`src/rtl/pc_unit.sv`:
```
// Program-counter stage: next-PC selection, circular return-address stack
// and target-alignment detection for the MIPS front end.
module pc_unit #(
   parameter int unsigned       WIDTH        = 32,
   parameter logic [WIDTH-1:0]  RESET_VECTOR = '0,
   parameter logic [31:0]       EXC_VECTOR   = 32'h0000_0180,
   parameter int unsigned       RAS_DEPTH    = 4
) (
   input  logic             clk_i,
   input  logic             rst_ni,
   input  logic             stall_i,
   input  logic             exc_i,
   input  logic             ret_i,
   input  logic             call_i,
   input  logic             jump_i,
   input  logic [WIDTH-1:0] jump_target_i,
   input  logic             branch_taken_i,
   input  logic [WIDTH-1:0] branch_target_i,
   output logic [WIDTH-1:0] pc_o,
   output logic [WIDTH-1:0] pc_plus4_o,
   output logic             ras_empty_o,
   output logic             ras_full_o,
   output logic             misaligned_o,
   output logic             ret_underflow_o
);

   localparam int unsigned      PTR_W  = $clog2(RAS_DEPTH);
   localparam int unsigned      CNT_W  = PTR_W + 1;
   localparam logic [WIDTH-1:0] EXC_PC = WIDTH'(EXC_VECTOR);

   logic [WIDTH-1:0] pc_q, pc_d;
   logic [WIDTH-1:0] ras_q [RAS_DEPTH];
   logic [PTR_W-1:0] rasTop_q, rasTop_d;
   logic [CNT_W-1:0] rasCount_q, rasCount_d;
   logic             misaligned_q, misaligned_d;
   logic             retUnderflow_q, retUnderflow_d;
   logic             pushEn;
   logic             loadTarget;
   logic [WIDTH-1:0] rawTarget;
   logic [WIDTH-1:0] pcPlus4;
   logic             rasEmpty;
   logic             rasFull;

   assign pcPlus4  = pc_q + WIDTH'(4);
   assign rasEmpty = (rasCount_q == '0);
   assign rasFull  = (rasCount_q == CNT_W'(RAS_DEPTH));

   // Redirect targets go through one alignment path so that jump, branch and
   // RAS pops all force bits[1:0] low and flag it the same way.
   always_comb begin
      pc_d           = pcPlus4;
      rasTop_d       = rasTop_q;
      rasCount_d     = rasCount_q;
      misaligned_d   = 1'b0;
      retUnderflow_d = 1'b0;
      pushEn         = 1'b0;
      loadTarget     = 1'b0;
      rawTarget      = '0;
      if (exc_i) begin
         pc_d = EXC_PC;
      end else if (stall_i) begin
         pc_d = pc_q;
      end else if (ret_i) begin
         if (!rasEmpty) begin
            rawTarget  = ras_q[rasTop_q];
            loadTarget = 1'b1;
            rasTop_d   = rasTop_q - PTR_W'(1);
            rasCount_d = rasCount_q - CNT_W'(1);
         end else begin
            retUnderflow_d = 1'b1;
         end
      end else if (call_i) begin
         rawTarget  = jump_target_i;
         loadTarget = 1'b1;
         pushEn     = 1'b1;
         rasTop_d   = rasTop_q + PTR_W'(1);
         if (!rasFull) begin
            rasCount_d = rasCount_q + CNT_W'(1);
         end
      end else if (jump_i) begin
         rawTarget  = jump_target_i;
         loadTarget = 1'b1;
      end else if (branch_taken_i) begin
         rawTarget  = branch_target_i;
         loadTarget = 1'b1;
      end
      if (loadTarget) begin
         pc_d         = {rawTarget[WIDTH-1:2], 2'b00};
         misaligned_d = |rawTarget[1:0];
      end
   end

   // A push when full simply advances the pointer onto the oldest entry.
   always_ff @(posedge clk_i or negedge rst_ni) begin
      if (!rst_ni) begin
         pc_q           <= RESET_VECTOR;
         rasTop_q       <= '0;
         rasCount_q     <= '0;
         misaligned_q   <= 1'b0;
         retUnderflow_q <= 1'b0;
         for (int i = 0; i < RAS_DEPTH; i++) begin
            ras_q[i] <= '0;
         end
      end else begin
         pc_q           <= pc_d;
         rasTop_q       <= rasTop_d;
         rasCount_q     <= rasCount_d;
         misaligned_q   <= misaligned_d;
         retUnderflow_q <= retUnderflow_d;
         if (pushEn) begin
            ras_q[rasTop_d] <= pcPlus4;
         end
      end
   end

   assign pc_o            = pc_q;
   assign pc_plus4_o      = pcPlus4;
   assign ras_empty_o     = rasEmpty;
   assign ras_full_o      = rasFull;
   assign misaligned_o    = misaligned_q;
   assign ret_underflow_o = retUnderflow_q;

endmodule

```
`config.mk`:
```
export PLATFORM = sky130hd
export DESIGN_NAME = pc_unit
export DESIGN_NICKNAME = d
export VERILOG_FILES = /design/src/rtl/pc_unit.sv
export SDC_FILE = /design/constraint.sdc
export NUM_CORES = 1
export LEC_CHECK = 0
export CAP_MARGIN = 30
export CORE_MARGIN = 1
export CORE_UTILIZATION = 58
export DETAILED_ROUTE_END_ITERATION = 6
export GPL_TIMING_DRIVEN = 0
export PLACE_DENSITY = 0.86
export SLEW_MARGIN = 20
export SYNTH_ARGS = -nofsm -noshare
export SYNTH_HDL_FRONTEND = slang
export SYNTH_SLANG_ARGS = --single-unit
export TNS_END_PERCENT = 5
```
`constraint.sdc`:
```
create_clock -name clk_i -period 5.2 [get_ports clk_i]
set_input_delay 0.78 -clock clk_i [delete_from_list [all_inputs] [get_ports clk_i]]
set_output_delay 0.78 -clock clk_i [all_outputs]
set_load 0.01 [all_outputs]
```
Figure 1. Routed metal, one color a layer (run 1).
Scale bar: 20 um.
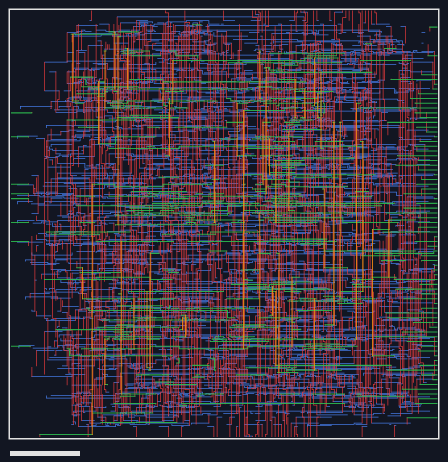
red -> M2  # wire length 13,400 um
blue -> M1  # wire length 11,100 um
orange -> M4  # wire length 1,100 um
green -> M3  # wire length 3,260 um
Global Route Usage Sum: 0.404
total number of vias: 8,180
WL/cell: 23.2 um

Figure 2. Clock nets (run 1).
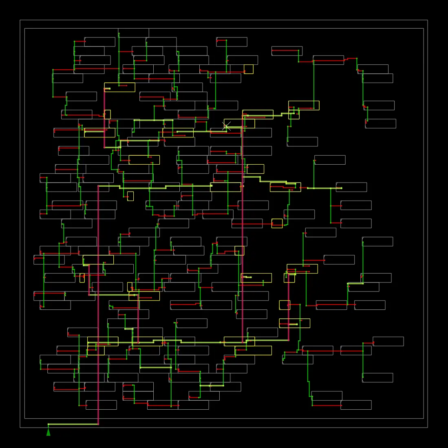
clock group power: 0.00118 W
number of clock buffers in the layout: 21

==> metrics.yaml, run 1 <==
final_timing:
  setup_tns_ps: 0
  period_used_share: 0.817
  hold_viol: 0
  max_freq_ghz: 0.235
  fin_ws_ps: 950
  drv_slew: 0
  slew_headroom: 0.441
  clock_skew_ps: 7.31
  setup-violations-final: 0
  min_period_ps: 4250
  tightest_slew_ps: 838
  rsz0062_at_grt: "no"
clocking:
  ctsResizeCount: 0
  insertion_delay_ps: 430
  cts_made_buffers: 17
  cts_setup_buffers: 0
  clock_path_buffers: 2
  clkSinkCount: 157
  htreeDepth: 4
  clk_pin_slew_ps: 60
  cts_root_buf: "clkbuf_16"
  postCtsHoldBufs: 0
  cts_tree: "built"
synth:
  synth_cell_types: 66
  mux_area_frac: 0.0886
  numSynthFlops: 157
  synth_warnings: 0
  adder_share: 0.00388
  ys_sh_xor: 0.0335
  edf_count: 0
  synth_area_per_cell_um2: 9.40
  simple_gate_share: 0.182
  synthArstFlopShare: 1.00
  ys_cells: 891
  synthFlopType: "dfrtp_1"
  compound_area_frac: 0.167
  ys_seq_frac: 0.469
  top_logic_kind: "simple AND/OR/NAND/NOR gates"
  synthCells: 891
  netlist_area_um2: 8380
  ys_area_um2: 8380
layout:
  syn_to_final_growth_pct: 25.9
  final_nets: 1123
  final_cell_count_no_fill: 1240
  final_layout_size_suffix_gt1_frac: 0.0915
  n_antenna_cell: 0
detailed_routing:
  wirelength_um: 28800
  antenna_left: 0
  drt_iter0_markers: 1154
  firstDrtPassIters: 7
  avgViaCountPerCell: 6.60
  drc_errors: 1
floorplan:
  die_w_um: 122
  core_util_floorplan: 0.599
  dieArea_um2: 14900
  row_count: 43
  chipHeight_um: 122
  design.core.area_um2: 14000
  pin_count: 140
place:
  gp_congestion: 1.01
  dp_slack_ps: 1590
  place_hpwl_um: 20300
  portBuffers: 135
  dp.cells: 1210
run_status:
  violations: "DRC"
  outcome: "complete, but fails checks"
worst_setup_path:
  r2r_slack_ps: 2410
  cp_max_fo: 9
  arrival_ps: 3470
  end_kind: "primary output"
  reg2regPathDepth: 6
  r2r_end: "ras_q[30]"
  rr_startpoint: "pc_o[2]"
  cp-start-kind: "flop"
  crit_required_ps: 4420
  critical_path_class: "flop to primary output"
power_and_ir_drop:
  total_power_w: 0.00464
  p_leak_nw: 4.54
  ir_drop_mv: 0.272
  power_density_nw_per_um2: 440
job:
  openroad.warnings: 26
  drv_cap: 0
global_routing:
  overflow: 0
  grt_start_max_net_pins: 96
  grt_pass1_vias: 7771
  antenna_found_initial: 0
  grt_pass1_wl_um: 43600
min_path:
  hp-class: "primary input to async pin"
Figure 3. Sequential cells colored by netlist name (run 1).
Scale bar: 20 um. Other sequential cells in the stronger gray, the rest of the logic in the fainter gray.
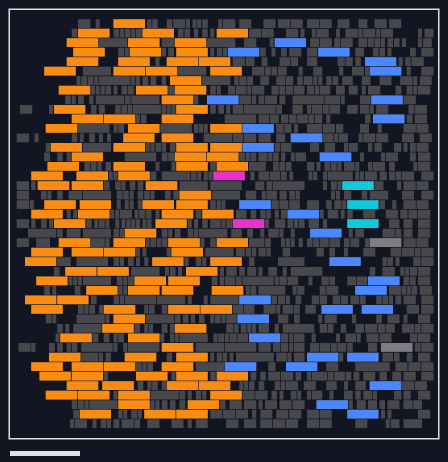
orange -> `ras_q`  # sequential cells 120
magenta -> `rasTop_q`  # sequential cells 2
cyan -> `rasCount_q`  # sequential cells 3
blue -> `pc_o`  # sequential cells 30
sequential power: 0.00187 W
Seq. cell area: 3930 um2
flop share of the area: 0.372
fin util: 0.754

Figure 4. Cells by drive strength (run 1).
Scale bar: 20 um.
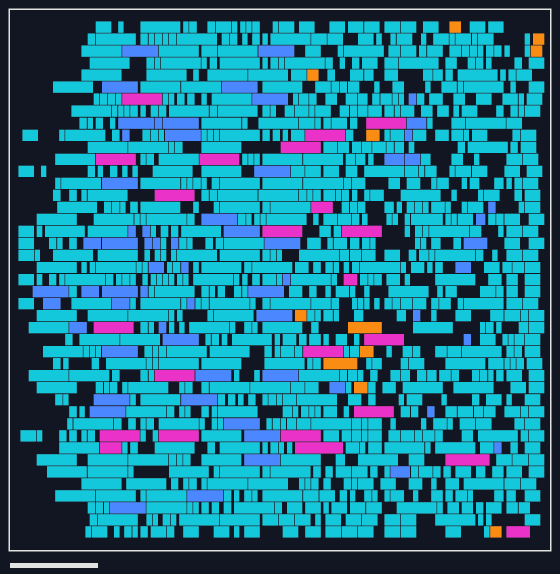
cyan -> x1 and smaller  # cells 963, share 91%, most used dfrtp_1
orange -> x3 and x4  # cells 11, share 1.0%, most used buf_4
blue -> x2  # cells 63, share 5.9%, most used mux4_2
magenta -> x6 and larger  # cells 23, share 2.2%, most used clkbuf_16

run 1: critical path, stage by stage (launching register included):
cell and delay (ps):
dfrtp_1 550, ha_1 380, nand4_1 190, nor4_4 500
nand4_2 230, xnor2_1 580, inv_1 100, clkdlybuf4s50_1 500
run 1: cell usage in the layout, fill, tap and decap left out, drive strengths merged, types with 10 or more instances in the layout:
master           n
xnor2           23
clkbuf          72
nor2            57
nor3            10
clkdlybuf4s50  134
nand3           50
o21ai          107
nand4           12
inv             41
buf             25
dfrtp          157
mux4            30
nand2          133
a21oi           51
o21a            11
run 1: cell type report:
class | instances | area [um2]
buffer | 74 | 314
clock buffer | 21 | 460
clock inverter | 9 | 90.1
fill | 972 | 3440
inverter | 41 | 154
multi-input combinational | 622 | 3990
sequential | 157 | 3930
tap | 180 | 225
timing repair buffer | 136 | 1380
run 1: how the worst max path moves through the flow:
| stage | from | slack, ps | cells past startpoint | endpoint |
|---|---|---|---|---|
| floorplan | pc_o[2] | 2610 | 6 | pc_plus4_o[24] |
| CTS | pc_o[2] | 1100 | 7 | pc_plus4_o[30] |
| global route | pc_o[2] | 860 | 7 | pc_plus4_o[30] |
| finish | pc_o[2] | 950 | 7 | pc_plus4_o[30] |
| global placement | rst_ni | -2960 | 1 | ras_q[62] |
| detailed placement | pc_o[2] | 1590 | 7 | pc_plus4_o[30] |
run 1: power by group:
group	leakage [nW]	switching, W	internal (W)
logic	2.20	0.000856	0.000729
clock network	0.265	0.000503	0.000680
registers	2.07	0.000278	0.00159
total	4.54	0.00164	0.00300
run 1: Yosys cell counts, drive strengths merged (8+ instances only):
| cell type | count | area (um2) |
|---|---|---|
| nand2 | 133 | 499 |
| o21a | 11 | 82.6 |
| dfrtp | 157 | 3930 |
| nor3 | 10 | 55.1 |
| buf | 23 | 121 |
| nor4 | 9 | 77.6 |
| nor2 | 57 | 214 |
| nand3 | 50 | 250 |
| nand4 | 12 | 103 |
| xor2 | 9 | 78.8 |
| o211ai | 9 | 67.6 |
| o21ai | 107 | 536 |
| and3 | 9 | 56.3 |
| a21oi | 51 | 255 |
| clkbuf | 51 | 193 |
| mux4 | 30 | 676 |
| xnor2 | 23 | 201 |
| a31oi | 8 | 50.1 |
| inv | 40 | 150 |
run 1: routing by layer:
layer / routed length, um / global-route usage
met1: 11100 / 0.539
met2: 13400 / 0.621
met3: 3260 / 0.108
met4: 1100 / 0.184
met5: 0 / 0
run 1: flip-flops by register name (all words and copies together), names as in the netlist:
name / cells
misaligned_o: 1
ret_underflow_o: 1
ras_q: 120
rasCount_q: 3
pc_o: 30
rasTop_q: 2
run 1: through the flow:
| stage | cell area, um2 | hold slack, ps |
|---|---|---|
| after global routing | 10500 | 313 |
| final | 10500 | 275 |
| after global placement | 9970 | 456 |
| after CTS | 10500 | 302 |
| after floorplan | 8390 | 445 |
| after detailed placement | 10000 | 468 |
run 1: logic make-up after synthesis:
group                      count (synthesis)
xor gates and xnor gates                  32
AOI/OAI and AO/OA                        233
other                                      1
DFF                                      157
buffers and inverters                    115
adders and majority gates                  2
muxes                                     36
and+or+nand+nor                          315
==> inputs of run 2 (changes only) <==
- CORE_UTILIZATION: 58 -> 49
- PLACE_DENSITY: 0.86 -> 0.77
- clock period: 5.2 -> 3.75 ns (I/O delays scaled with it)
Figure 5. Routed metal, one color a layer (run 2).
Scale bar: 50 um.
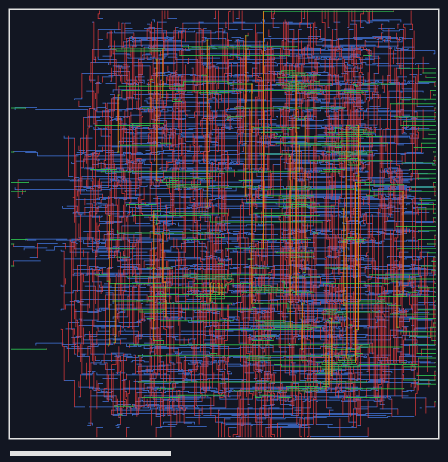
green -> M3  # wire length 2,650 um
blue -> M1  # wire length 11,800 um
red -> M2  # wire length 12,900 um
orange -> M4  # wire length 960 um
total number of vias: 7,980
routed wire length: 28,300 um
WL/cell: 22.1 um

Figure 6. Sequential cells colored by netlist name (run 2).
Scale bar: 50 um. Other sequential cells in the stronger gray, the rest of the logic in the fainter gray.
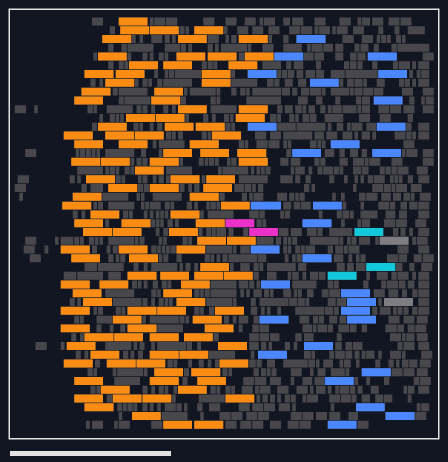
blue -> `pc_o`  # sequential cells 30
cyan -> `rasCount_q`  # sequential cells 3
orange -> `ras_q`  # sequential cells 120
magenta -> `rasTop_q`  # sequential cells 2

==> metrics.yaml, run 2 <==
layout:
  final_cell_count_no_fill: 1282  # was 1,240
  n_antenna_cell: 0  # unchanged
  mostFrequentLayoutCell: "dfrtp_1"  # unchanged
  largest-register: "ras_q"  # unchanged
  final_nets: 1123  # unchanged
  final_layout_size_suffix_gt1_frac: 0.104  # was 0.0915
  final_cell_mix: "dfrtp_1 (156), clkdlybuf4s50_1 (134), nand2_1 (133)"  # was dfrtp_1 (157), clkdlybuf4s50_1 (134), nand2_1 (133)
clocking:
  cts_root_buf: "clkbuf_16"  # unchanged
  cts_made_buffers: 17  # unchanged
  clk_pin_slew_ps: 70  # was 60 ps
  htreeDepth: 4  # unchanged
  insertion_delay_ps: 430  # about the same
  clock_path_buffers: 2  # unchanged
synth:
  synth_top_cell_by_area: "dfrtp_1"  # unchanged
  ys_seq_frac: 0.469  # unchanged
  edf_count: 0  # unchanged
  ys_cells: 891  # unchanged
  synth.most_common_cell: "dfrtp_1"  # unchanged
  top_cells_by_count: "dfrtp_1 (157), nand2_1 (133), o21ai_0 (107), nor2_1 (57), a21oi_1 (51)"  # unchanged
  simple_gate_share: 0.182  # unchanged
  synthArstFlopShare: 1.00  # unchanged
  synth.area.top_cells: "dfrtp_1 (47%), mux4_2 (8.1%), o21ai_0 (6.4%), nand2_1 (6.0%), a21oi_1 (3.0%)"  # unchanged
  synth_area_per_cell_um2: 9.40  # unchanged
  ys_sh_xor: 0.0335  # unchanged
  mux_area_frac: 0.0886  # unchanged
  ys_area_um2: 8380  # unchanged
  synthCells: 891  # unchanged
global_routing:
  antenna_found_initial: 0  # unchanged
  grt_pass1_wl_um: 43800  # was 43,600 um
  grt_start_max_net_pins: 95  # was 96
  overflow: 0  # unchanged
  grtUsageTotal: 0.332  # was 0.404
worst_setup_path:
  crit_slowest_cell: "clkdlybuf4s50_1"  # was xnor2_1
  crit_required_ps: 3190  # was 4420 ps
  rr_startpoint: "rasTop_q[1]"  # was pc_o[2]
  r2r_slack_ps: 1180  # was 2410 ps
  critical_path_class: "flop to primary output"  # unchanged
  cp-start-kind: "flop"  # unchanged
  max_stage_delay_ps: 510  # was 580 ps
  arrival_ps: 3070  # was 3470 ps
  r2r_end: "pc_o[7]"  # was ras_q[30]
  end_kind: "primary output"  # unchanged
job:
  drv_cap: 0  # unchanged
  openroad.warnings: 27  # was 26
place:
  dp_slack_ps: 280  # was 1590 ps
  dp.cells: 1250  # was 1,210
  gp_congestion: 0.971  # was 1.01
detailed_routing:
  antenna_left: 0  # unchanged
  drc_errors: 1  # unchanged
  avgViaCountPerCell: 6.22  # was 6.60
final_timing:
  hold_ws_ps: 60.7  # was 275 ps
  setup_tns_ps: 0  # unchanged
  clock_skew_ps: 7.02  # was 7.31 ps
  min_period_ps: 3630
  setup-violations-final: 0  # unchanged
  fin_ws_ps: 118  # was 950 ps
  drv_slew: 0  # unchanged
  rsz0062_at_grt: "no"  # unchanged
  period_used_share: 0.969
floorplan:
  chipHeight_um: 133  # was 122 um
  core_util_floorplan: 0.503  # was 0.599
  die_w_um: 133  # was 122 um
  pin_count: 140  # unchanged
  design.core.area_um2: 16600  # was 14,000 um2
run_status:
  outcome: "complete, but fails checks"  # unchanged
  violations: "DRC"  # unchanged
power_and_ir_drop:
  p_leak_nw: 4.57  # was 4.54 nW
  power_density_nw_per_um2: 601  # was 440 nW/um2
  ir_drop_mv: 0.390  # was 0.272 mV
## run 2: cell count changes in the layout (fill, tap and decap cells not counted), moves of 2 or more
cell / delta
xnor2_1: -2
xor2_2: +4
xor2_1: -4
clkbuf_1: -2
clkinv_2: +2
## run 2: how the worst max path moves through the flow
stage                     startpoint  slack (ps)              to  cells after the start
after global routing        pc_o[11]          20  pc_plus4_o[17]                      6
after floorplan              pc_o[2]        1370  pc_plus4_o[24]                      6
after detailed placement     pc_o[2]         280  pc_plus4_o[30]                      7
after CTS                    pc_o[2]         -20  pc_plus4_o[28]                      7
final                        pc_o[3]         120  pc_plus4_o[24]                      8
after global placement        rst_ni       -4320       ras_q[41]                      1
## run 2: timing repair
| item | CTS | global route |
|---|---|---|
| gates resized | 5 | 5 |
| hold endpoints to repair | 0 | 0 |
| setup endpoints to repair | 7 | 10 |
| setup buffers | 0 | 1 |
| pin swaps | 0 | 1 |
| hold buffers | 0 | 0 |
## run 2: metrics by stage
step	instance area [um2]	power [W]
2_1_floorplan	8390	0.00380
3_3_place_gp	10000	0.00463
3_5_place_dp	10000	0.00470
4_1_cts	10600	0.00638
5_1_grt	10700	0.00674
6_report	10700	0.00643
## run 2: worst max-delay path, delay by kind of cell, from the launching register on
family        cells  cell delay [ps]
xor+xnor          1              270
fa+ha+maj         1              310
buf+inv           3              840
flops             1              460
simple gates      3              770
## run 2: area by class of cell
cell class | instances | area [um2] | area share
multi-input cells | 622 | 4050 | 0.379
inverters | 41 | 154 | 0.0144
flip-flops and latches | 157 | 3930 | 0.368
clock inverters | 12 | 113 | 0.0105
repair buffers | 137 | 1390 | 0.130
clock buffers | 20 | 457 | 0.0428
well taps | 220 | 275 | 0.0258
plain buffers | 73 | 310 | 0.0290
## run 2: layer usage
metal,share of wire,GRT usage,up-vias
met1,0.42,0.460,3929
met3,0.093,0.0820,75
met5,0,0,-
met2,0.46,0.506,491
li1,-,-,3485
met4,0.034,0.127,0
## run 2: report_power, final
group          switching [W]  internal [W]
clock network       0.000733      0.000956
registers           0.000358       0.00220
logic                0.00116       0.00102
total                0.00225       0.00418
## run 2: cells by family (layout without fill, tap and decap cells)
group                      Yosys count  after routing
AOI/OAI and AO/OA                  233            233
xor gates and xnor gates            32             32
adders and majority gates            2              2
buffers and inverters              115            283
DFF                                157            157
muxes                               36             36
other                                1              4
and+or+nand+nor                    315            315
==> inputs of run 3 (changes only) <==
- CORE_MARGIN: 1 -> 4
Figure 7. Sequential cells colored by netlist name (run 3).
Scale bar: 50 um. Other sequential cells in the stronger gray, the rest of the logic in the fainter gray.
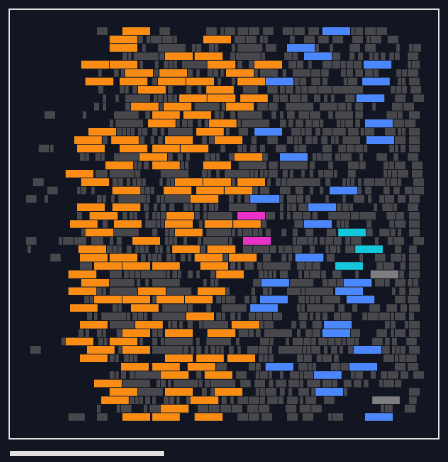
Seq. cell area: 3930 um2
flop share of the area: 0.367
sequential power: 0.00257 W

Figure 8. Wires at chosen ports, followed through buffers (run 3).
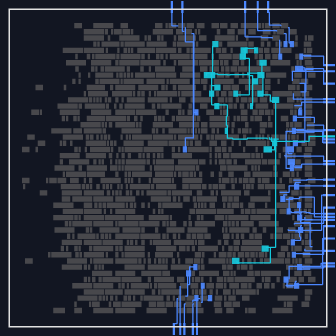
cyan -> `exc_i`  # direction input, end cells 21, buffers 3, wire 300 um
blue -> `branch_target_i`  # direction input, end cells 31, buffers 32, wire 896 um
IO Count: 140
PortBufs: 135

==> metrics.yaml, run 3 <==
layout:
  largest-register: "ras_q"  # unchanged
  n_fill_cell: 1381  # was 1,368
  final_cell_mix: "dfrtp_1 (156), clkdlybuf4s50_1 (134), nand2_1 (133)"  # unchanged
  final_layout_size_suffix_gt1_frac: 0.104  # unchanged
  final_cell_count_no_fill: 1282  # unchanged
  largest_register_ff_count: 120  # unchanged
  mostFrequentLayoutCell: "dfrtp_1"  # unchanged
  n_antenna_cell: 0  # unchanged
  syn_to_final_growth_pct: 27.7  # was 27.5%
synth:
  top_cells_by_count: "dfrtp_1 (157), nand2_1 (133), o21ai_0 (107), nor2_1 (57), a21oi_1 (51)"  # unchanged
  synth_area_per_cell_um2: 9.40  # unchanged
  mux_area_frac: 0.0886  # unchanged
  synth_warnings: 0  # unchanged
  ys_sh_xor: 0.0335  # unchanged
  synthArstFlopShare: 1.00  # unchanged
  ys_seq_frac: 0.469  # unchanged
  synth.area.top_cells: "dfrtp_1 (47%), mux4_2 (8.1%), o21ai_0 (6.4%), nand2_1 (6.0%), a21oi_1 (3.0%)"  # unchanged
  compound_area_frac: 0.167  # unchanged
  edf_count: 0  # unchanged
  top_cell_area_share: 0.469  # unchanged
  synth_cell_types: 66  # unchanged
  synth.most_common_cell: "dfrtp_1"  # unchanged
  simple_gate_share: 0.182  # unchanged
  synthFlopType: "dfrtp_1"  # unchanged
  ys_area_um2: 8380  # unchanged
  top_logic_kind: "simple AND/OR/NAND/NOR gates"  # unchanged
  netlist_area_um2: 8380  # unchanged
  synthCells: 891  # unchanged
  numSynthFlops: 157  # unchanged
  ys_cells: 891  # unchanged
  adder_share: 0.00388  # unchanged
  synth_top_cell_by_area: "dfrtp_1"  # unchanged
job:
  openroad.warnings: 27  # unchanged
  drv_cap: 0  # unchanged
final_timing:
  hold_viol: 0  # unchanged
  period_used_share: 0.969  # about the same
  max_freq_ghz: 0.275  # about the same
  clock_skew_ps: 8.04  # was 7.02 ps
  tightest_slew_ps: 842  # was 890 ps
  min_period_ps: 3630  # about the same
  drv_slew: 0  # unchanged
  setup-violations-final: 0  # unchanged
  slew_headroom: 0.439  # was 0.407
clocking:
  cts_tree: "built"  # unchanged
  cts_made_buffers: 17  # unchanged
  clock_path_buffers: 2  # unchanged
  clk_pin_slew_ps: 60  # was 70 ps
  htreeDepth: 4  # unchanged
  clkSinkCount: 157  # unchanged
  cts_root_buf: "clkbuf_16"  # unchanged
worst_setup_path:
  path_delay_family: "buffers and inverters"  # unchanged
  crit_required_ps: 3190  # about the same
  r2r_slack_ps: 1220  # was 1180 ps
  rr_startpoint: "rasTop_q[0]"  # was rasTop_q[1]
  cp-start-kind: "flop"  # unchanged
  critical_path_class: "flop to primary output"  # unchanged
  r2r_end: "pc_o[31]"  # was pc_o[7]
  crit_chain: "ha_2 > nand4_1 > nor4_4 > buf_4 > and4_2 > xnor2_1 > inv_1 > clkdlybuf4s50_1"  # unchanged
  cp_max_fo: 8  # was 9
  max_stage_delay_ps: 490  # was 510 ps
  crit_slowest_cell: "clkdlybuf4s50_1"  # unchanged
  reg2regPathDepth: 6  # unchanged
floorplan:
  dieArea_um2: 19300  # was 17,600 um2
  design.core.area_um2: 16600  # unchanged
  chipHeight_um: 139  # was 133 um
  die_w_um: 139  # was 133 um
  row_count: 47  # unchanged
global_routing:
  grt_pass1_vias: 7849  # was 7,639
  grtUsageTotal: 0.302  # was 0.332
  grt_pass1_wl_um: 44900  # was 43,800 um
  overflow: 0  # unchanged
power_and_ir_drop:
  total_power_w: 0.00645  # was 0.00643 W
  power_density_nw_per_um2: 603  # was 601 nW/um2
  seqPwrFrac: 0.399  # about the same
  p_clk_frac: 0.262  # was 0.263
  p_switching_w: 0.00224  # was 0.00225 W
  ir_drop_mv: 0.387  # was 0.390 mV
  p_leak_nw: 4.57  # about the same
  swShare: 0.347  # was 0.350
  p_comb_frac: 0.339  # was 0.338
  internal-power_w: 0.00421  # was 0.00418 W
detailed_routing:
  drt_iter0_markers: 1163  # was 929
  post_drt_wl_per_cell_um: 23.0  # was 22.1 um
  drc_errors: 0  # was 1
  vias: 8048  # was 7,980
  avgViaCountPerCell: 6.28  # was 6.22
  antenna_left: 0  # unchanged
run_status:
  outcome: "complete, no violations"  # was complete, but fails checks
place:
  dp.cells: 1250  # unchanged
  gp_congestion: 0.951  # was 0.971
  place_hpwl_um: 20900  # was 20,500 um
min_path:
  hp-class: "primary input to async pin"  # unchanged
[run 3: how the worst max path moves through the flow]
stage	endpoint	depth (start not counted)	startpoint	slack [ps]
6_report	pc_plus4_o[24]	8	pc_o[3]	120
5_1_grt	pc_plus4_o[30]	8	pc_o[2]	-2
4_1_cts	pc_plus4_o[28]	7	pc_o[2]	-50
3_5_place_dp	pc_plus4_o[30]	7	pc_o[2]	270
3_3_place_gp	pc_o[27]	1	rst_ni	-4310
2_1_floorplan	pc_plus4_o[24]	6	pc_o[2]	1370
[run 3: layout make-up]
| type | instances | area (um2) | share of cell area |
|---|---|---|---|
| multi-input cells | 622 | 4070 | 0.380 |
| flip-flops and latches | 157 | 3930 | 0.367 |
| repair buffers | 138 | 1400 | 0.131 |
| clock buffers | 20 | 447 | 0.0417 |
| plain buffers | 74 | 315 | 0.0295 |
| well taps | 220 | 275 | 0.0257 |
| inverters | 41 | 154 | 0.0144 |
| clock inverters | 10 | 118 | 0.0110 |
[run 3: cell families after synthesis]
group / Yosys count
other: 1
buffers and inverters: 115
multiplexers: 36
XOR/XNOR: 32
flip-flops: 157
AND-OR/OR-AND: 233
adder cells (fa/ha/maj): 2
AND/OR/NAND/NOR: 315
[run 3: power groups by stage]
stage	clock network, W	registers, W	logic [W]
after floorplan	0	0.00249	0.00131
after global placement	0	0.00254	0.00208
after detailed placement	0	0.00257	0.00213
after CTS	0.00169	0.00255	0.00216
after global routing	0.00176	0.00263	0.00235
final	0.00169	0.00257	0.00219
[run 3: timing repair]
action | 4_1_cts | 5_1_grt
pin swaps | 0 | 1
resized | 7 | 5
endpoints found under the setup margin | 7 | 9
setup buffers | 0 | 2
hold buffers | 0 | 0
cloned | 0 | 0
[run 3: per-stage QoR]
step	hold WS [ps]	instance area (um2)	setup slack, ps	utilization	TNS [ps]
after global placement	456	10000	-4310	0.602	-673940
after global routing	99.8	10700	-1.99	0.643	-1.99
after detailed placement	465	10000	266	0.604	0
after CTS	82.0	10700	-50.8	0.640	-50.8
after floorplan	267	8390	1370	-	0
final	64.8	10700	115	0.643	0
[run 3: routing by layer]
metal	wire length, um	part of all wire	global-route usage	vias to the layer above
met1	11300	0.38	0.393	3934
met4	968	0.033	0.111	0
met5	0	0	0	-
met3	3460	0.12	0.0969	82
li1	-	-	-	3477
met2	13700	0.47	0.477	555
Power and IR drop assume default switching activity.
